`src/rtl/vidac_pkg.sv`:
```
// Shared definitions for the line-accelerator command-list writer.
// Latency: n/a (constants and types only).
// Backpressure: n/a.
package vidac_pkg;

  localparam logic [7:0]  OP_END       = 8'h00;
  localparam logic [7:0]  OP_LINE      = 8'h01;
  localparam int          REC_LEN      = 10;
  localparam logic [16:0] BASE_DEFAULT = 17'h10000;

  // CPU register map (indices 0..8 are the staging bytes)
  localparam logic [3:0] IDX_STG_LAST = 4'd8;
  localparam logic [3:0] IDX_COMMIT   = 4'd9;
  localparam logic [3:0] IDX_FLUSH    = 4'd10;
  localparam logic [3:0] IDX_CLR_OVF  = 4'd11;

  // One staged LINE command; x1 sits in the low bits so bytes leave LSB-first.
  typedef struct packed {
    logic [7:0]  colour;
    logic [15:0] y2;
    logic [15:0] x2;
    logic [15:0] y1;
    logic [15:0] x1;
  } line_t;

  typedef enum logic [2:0] {
    ST_IDLE,
    ST_WRITE,
    ST_TERM,
    ST_KICK,
    ST_WAITE
  } state_t;

endpackage

```
`src/rtl/vidac_feed_fifo.sv`:
```
// Synchronous FIFO holding committed LINE commands.
// Latency: head visible the cycle after push; full/empty update the cycle after push/pop.
// Backpressure: push while full is dropped (even with a same-cycle pop); pop while empty ignored.
// Ports: clock/reset_n; push/push_dat in; pop in, pop_dat = current head; full/empty status.
module vidac_feed_fifo #(
  parameter int WIDTH = 72,
  parameter int DEPTH = 4
) (
  input  logic             clock,
  input  logic             reset_n,
  input  logic             push,
  input  logic [WIDTH-1:0] push_dat,
  input  logic             pop,
  output logic [WIDTH-1:0] pop_dat,
  output logic             full,
  output logic             empty
);

  localparam int AW = (DEPTH > 1) ? $clog2(DEPTH) : 1;
  localparam int CW = $clog2(DEPTH + 1);

  logic [WIDTH-1:0] mem_q [DEPTH];
  logic [AW-1:0]    wr_ptr_q, wr_ptr_d;
  logic [AW-1:0]    rd_ptr_q, rd_ptr_d;
  logic [CW-1:0]    cnt_q, cnt_d;
  logic             do_push, do_pop;

  assign full    = (cnt_q == CW'(DEPTH));
  assign empty   = (cnt_q == '0);
  assign do_push = push && !full;
  assign do_pop  = pop && !empty;
  assign pop_dat = mem_q[rd_ptr_q];

  always_comb begin
    wr_ptr_d = wr_ptr_q;
    rd_ptr_d = rd_ptr_q;
    cnt_d    = cnt_q + CW'(do_push) - CW'(do_pop);
    if (do_push) wr_ptr_d = (wr_ptr_q == AW'(DEPTH - 1)) ? '0 : wr_ptr_q + AW'(1);
    if (do_pop)  rd_ptr_d = (rd_ptr_q == AW'(DEPTH - 1)) ? '0 : rd_ptr_q + AW'(1);
  end

  always_ff @(posedge clock or negedge reset_n) begin
    if (!reset_n) begin
      wr_ptr_q <= '0;
      rd_ptr_q <= '0;
      cnt_q    <= '0;
    end else begin
      wr_ptr_q <= wr_ptr_d;
      rd_ptr_q <= rd_ptr_d;
      cnt_q    <= cnt_d;
    end
  end

  // Storage needs no reset: pointers decide what is valid.
  always_ff @(posedge clock) begin
    if (do_push) mem_q[wr_ptr_q] <= push_dat;
  end

endmodule

```
`src/rtl/vidac_feed.sv`:
```
// Queues CPU LINE commands and serializes them as 10-byte records plus terminator into video memory, then kicks the accelerator.
// Latency: first byte in the first gnt cycle after the IDLE decision; n records = 10n+1 write cycles, cmd the cycle after.
// Backpressure: gnt=0 stalls writes in place; bsy holds off new batches; commit while full is dropped and sets ovf.
// Ports: clock/reset_n; CPU side cpu_we/cpu_a/cpu_d; status full/empty/active/ovf;
//        memory side a/o/w with gnt; accelerator side cmd/bsy.
// Build option: VIDAC_FEED_AUTOKICK_EN starts a batch whenever the FIFO is non-empty (flush becomes a no-op).
module vidac_feed
  import vidac_pkg::*;
#(
  parameter int          DEPTH = 4,
  parameter logic [16:0] BASE  = BASE_DEFAULT
) (
  input  logic        clock,
  input  logic        reset_n,
  input  logic        cpu_we,
  input  logic [3:0]  cpu_a,
  input  logic [7:0]  cpu_d,
  output logic        full,
  output logic        empty,
  output logic        active,
  output logic        ovf,
  output logic [16:0] a,
  output logic [7:0]  o,
  output logic        w,
  input  logic        gnt,
  output logic        cmd,
  input  logic        bsy
);

  localparam int NW = $clog2(DEPTH + 1);

  state_t       state_q, state_d;
  logic [7:0]   stg_q [9];
  logic [7:0]   stg_d [9];
  logic [79:0]  sr_q, sr_d;
  logic [16:0]  a_q, a_d;
  logic [NW-1:0] n_q, n_d;
  logic [3:0]   byte_q, byte_d;
  logic         kick_pend_q, kick_pend_d;
  logic         ovf_q, ovf_d;

  line_t        stg_word;
  logic [71:0]  head;
  logic         commit, push, pop, start_ok;

  assign stg_word = {stg_q[8], stg_q[7], stg_q[6], stg_q[5], stg_q[4],
                     stg_q[3], stg_q[2], stg_q[1], stg_q[0]};
  assign commit   = cpu_we && (cpu_a == IDX_COMMIT);
  assign push     = commit && !full;

  vidac_feed_fifo #(
    .WIDTH (72),
    .DEPTH (DEPTH)
  ) u_fifo (
    .clock    (clock),
    .reset_n  (reset_n),
    .push     (push),
    .push_dat (stg_word),
    .pop      (pop),
    .pop_dat  (head),
    .full     (full),
    .empty    (empty)
  );

`ifdef VIDAC_FEED_AUTOKICK_EN
  assign start_ok = !empty && !bsy;
`else
  assign start_ok = kick_pend_q && !empty && !bsy;
`endif

  assign a      = a_q;
  assign ovf    = ovf_q;
  assign active = (state_q != ST_IDLE);

  always_comb begin
    stg_d       = stg_q;
    state_d     = state_q;
    sr_d        = sr_q;
    a_d         = a_q;
    n_d         = n_q;
    byte_d      = byte_q;
    kick_pend_d = kick_pend_q;
    ovf_d       = ovf_q;
    pop         = 1'b0;
    w           = 1'b0;
    o           = 8'h00;
    cmd         = 1'b0;

    if (cpu_we && (cpu_a <= IDX_STG_LAST)) stg_d[cpu_a] = cpu_d;
    if (commit && full) ovf_d = 1'b1;
    if (cpu_we && (cpu_a == IDX_CLR_OVF)) ovf_d = 1'b0;

    case (state_q)
      ST_IDLE: begin
        if (start_ok) begin
          pop         = 1'b1;
          sr_d        = {head, OP_LINE};
          n_d         = NW'(1);
          byte_d      = '0;
          a_d         = BASE;
          kick_pend_d = 1'b0;
          state_d     = ST_WRITE;
        end
      end
      ST_WRITE: begin
        if (gnt) begin
          w    = 1'b1;
          o    = sr_q[7:0];
          sr_d = sr_q >> 8;
          a_d  = a_q + 17'd1;
          if (byte_q == 4'(REC_LEN - 1)) begin
            byte_d = '0;
            // Chain queued entries into this batch until it holds DEPTH records.
            if (!empty && (n_q < NW'(DEPTH))) begin
              pop  = 1'b1;
              sr_d = {head, OP_LINE};
              n_d  = n_q + NW'(1);
            end else begin
              state_d = ST_TERM;
            end
          end else begin
            byte_d = byte_q + 4'd1;
          end
        end
      end
      ST_TERM: begin
        if (gnt) begin
          w       = 1'b1;
          o       = OP_END;
          state_d = ST_KICK;
        end
      end
      ST_KICK: begin
        cmd = 1'b1;
        if (bsy) state_d = ST_WAITE;
      end
      ST_WAITE: begin
        if (!bsy) state_d = ST_IDLE;
      end
      default: state_d = ST_IDLE;
    endcase

`ifndef VIDAC_FEED_AUTOKICK_EN
    // Evaluated after the IDLE clear so a flush in the start cycle is not lost.
    if (cpu_we && (cpu_a == IDX_FLUSH) && !empty) kick_pend_d = 1'b1;
`endif
  end

  always_ff @(posedge clock or negedge reset_n) begin
    if (!reset_n) begin
      state_q     <= ST_IDLE;
      for (int i = 0; i < 9; i++) stg_q[i] <= 8'h00;
      sr_q        <= '0;
      a_q         <= BASE;
      n_q         <= '0;
      byte_q      <= '0;
      kick_pend_q <= 1'b0;
      ovf_q       <= 1'b0;
    end else begin
      state_q     <= state_d;
      stg_q       <= stg_d;
      sr_q        <= sr_d;
      a_q         <= a_d;
      n_q         <= n_d;
      byte_q      <= byte_d;
      kick_pend_q <= kick_pend_d;
      ovf_q       <= ovf_d;
    end
  end

endmodule

```
`config.mk`:
```
export PLATFORM = sky130hd
export DESIGN_NAME = vidac_feed
export DESIGN_NICKNAME = d
export VERILOG_FILES = /design/src/rtl/vidac_pkg.sv /design/src/rtl/vidac_feed_fifo.sv /design/src/rtl/vidac_feed.sv
export SDC_FILE = /design/constraint.sdc
export NUM_CORES = 1
export LEC_CHECK = 0
export ABC_AREA = 1
export CAP_MARGIN = 20
export CORE_MARGIN = 4
export CORE_UTILIZATION = 45
export DETAILED_ROUTE_END_ITERATION = 7
export PLACE_DENSITY = 0.62
export SYNTH_ARGS = -nofsm -noshare
export SYNTH_HDL_FRONTEND = slang
export SYNTH_SLANG_ARGS = --single-unit
```
`constraint.sdc`:
```
create_clock -name clock -period 12.3 [get_ports clock]
set_input_delay 2.46 -clock clock [delete_from_list [all_inputs] [get_ports clock]]
set_output_delay 2.46 -clock clock [all_outputs]
set_load 0.02 [all_outputs]
```
Fig. 1: placed standard cells
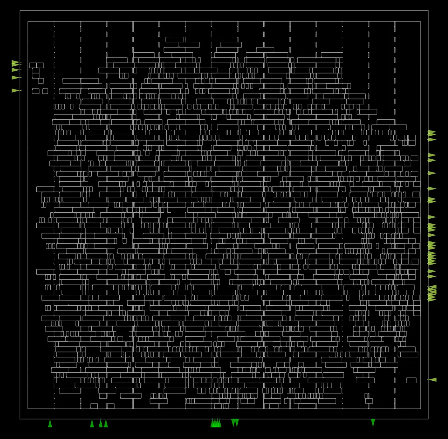
sequential cell area share: 61.2%
Final Instance Count excl. Fillers: 2,404
core area: 42,200 um2

Fig. 2: metal 2
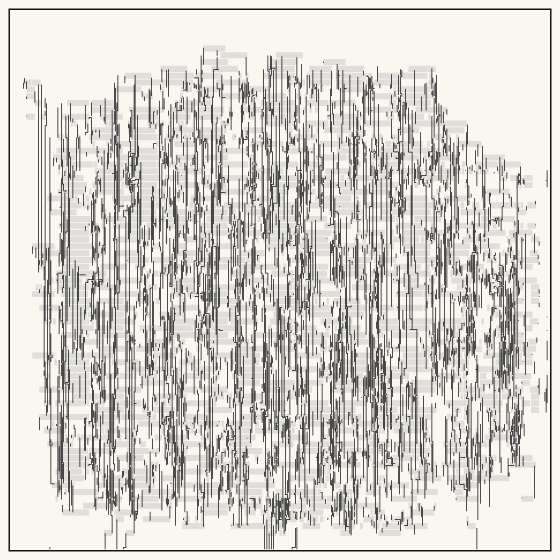
wire length on this layer: 21.1 mm
share of all routed wire: 47%
GR Util met2: 31.7%
via count: 12,900

Fig. 3: signal wires on met3
Scale bar: 50 um.
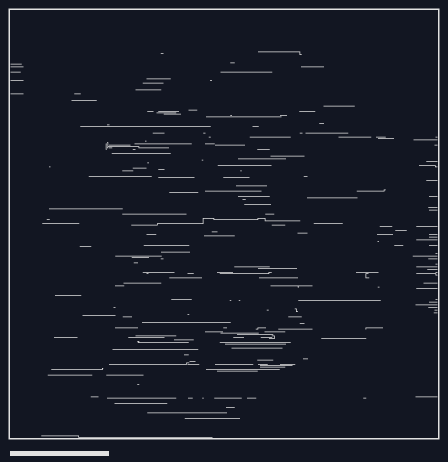
longest straight run: 67.2 um
wire length on this layer: 2,480 um
share of all routed wire: 5.5%

Fig. 4: cell classes on the final placement
Fill, decap, tap and diode cells in grey.
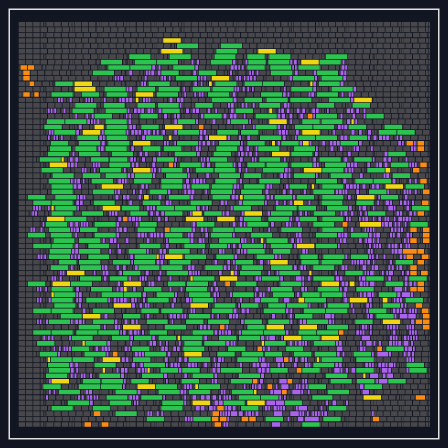
[remaining logic cells] purple | cells: 1,231
[remaining buffers and delay cells] orange | cells: 68
[registers] green | cells: 476
[clock drivers and dummy loads] yellow | cells: 90

critical path, cell delays in order:
cell and delay, ns:
clkdlybuf4s50_1 0.48, inv_1 0.09, nor2_4 0.19, inv_2 0.14, nor2_1 0.11, clkdlybuf4s50_1 0.61
power groups by stage:
stage	combinational, mW	sequential (mW)	clock [mW]
floorplan	0.954	2.14	0
global placement	1.25	2.21	0
detailed placement	1.29	2.21	0
CTS	1.29	2.18	1.47
global route	1.46	2.22	1.53
finish	1.28	2.19	1.43
stage by stage:
step	power [mW]	setup WS, ns	util (%)	hold WS [ns]
after floorplan	3.10	5.50	-	0.454
after global placement	3.46	5.76	47.9	0.471
after detailed placement	3.50	5.77	47.9	0.478
after CTS	4.94	5.75	51.6	0.488
after global routing	5.22	5.67	51.7	0.521
final	4.90	5.77	51.7	0.485
final timing paths:
check	start	end	slack, ns	cells after the start
setup / recovery	gnt	o[5]	5.77	6
hold / removal	a[16]$_DFFE_PN1P_	a[16]$_DFFE_PN1P_	0.49	2
setup reg to reg	state_q[2]$_DFFE_PN0P_	u_fifo.cnt_q[2]$_DFF_PN0_	8.85	12
hold reg to reg	a[16]$_DFFE_PN1P_	a[16]$_DFFE_PN1P_	0.49	2
max in group asynchronous	reset_n	u_fifo.rd_ptr_q[0]$_DFFE_PN0P_	9.02	2
min in group asynchronous	reset_n	state_q[1]$_DFFE_PN0P_	1.89	1
area by class of cell:
class	instances	area [um2]	share of cell area [%]
Tap cell	539	674	3.09
Multi-Input combinational cell	1154	5290	24.3
Clock inverter	27	244	1.12
Sequential cell	476	13400	61.2
Inverter	77	292	1.34
Timing Repair Buffer	68	644	2.95
Clock buffer	63	1310	6.00
==> results.sh <==
# source this file to load flow results
export IMPL_yosys_warnings=0
export IMPL_grt_max_degree=97
export IMPL_grtUsageMet3_pct=2.81
export IMPL_post_cts_setup_buffers=0
export IMPL_ys_ff=476
export IMPL_rsz0062_at_grt="false"
export IMPL_top_usage_layer="met2"
export IMPL_clockPowerShare_pct=29.3
export IMPL_wl_mm=44.8
export IMPL_power_density_nw_per_um2=225
export IMPL_critPathCaptureType="output pin"
export IMPL_ys_sh_mux_pct=0.0518
export IMPL_gp_congestion=0.815
export IMPL_drt_met1_wl_mm=20.1
export IMPL_hp_class="flop to flop"
export IMPL_cts_sinks=476
export IMPL_grt_use_met1_pct=27.0
export IMPL_fp_util_pct=45.8
export IMPL_drc=0
export IMPL_gr_total_overflow=0
export IMPL_die_h_um=215
export IMPL_clk_latency_ns=0.58
export IMPL_cts_tree="done"
export IMPL_combPwrFrac_pct=26.0
export IMPL_areaGrowthSynthToFinish_pct=12.9
export IMPL_yosys_area_um2=19300
export IMPL_arrival_ns=4.07
export IMPL_diodes=0
export IMPL_synthCells=1798
export IMPL_ant_nets=0
export IMPL_outcome="completed"
export IMPL_area_leaders="edfxtp_1, dfrtp_1, nand2_1"
export IMPL_cts_buffer_depth=3
export IMPL_htreeDepth=2
export IMPL_final_setup_viol_count=0
export IMPL_skew_ns=0.0164
export IMPL_path_class="primary input to output pin"
export IMPL_fin_nets=1854
export IMPL_avgSynthCellArea_um2=10.7
export IMPL_portBuffers=47
No activity file was given, so power comes from the tool's default toggle rates.
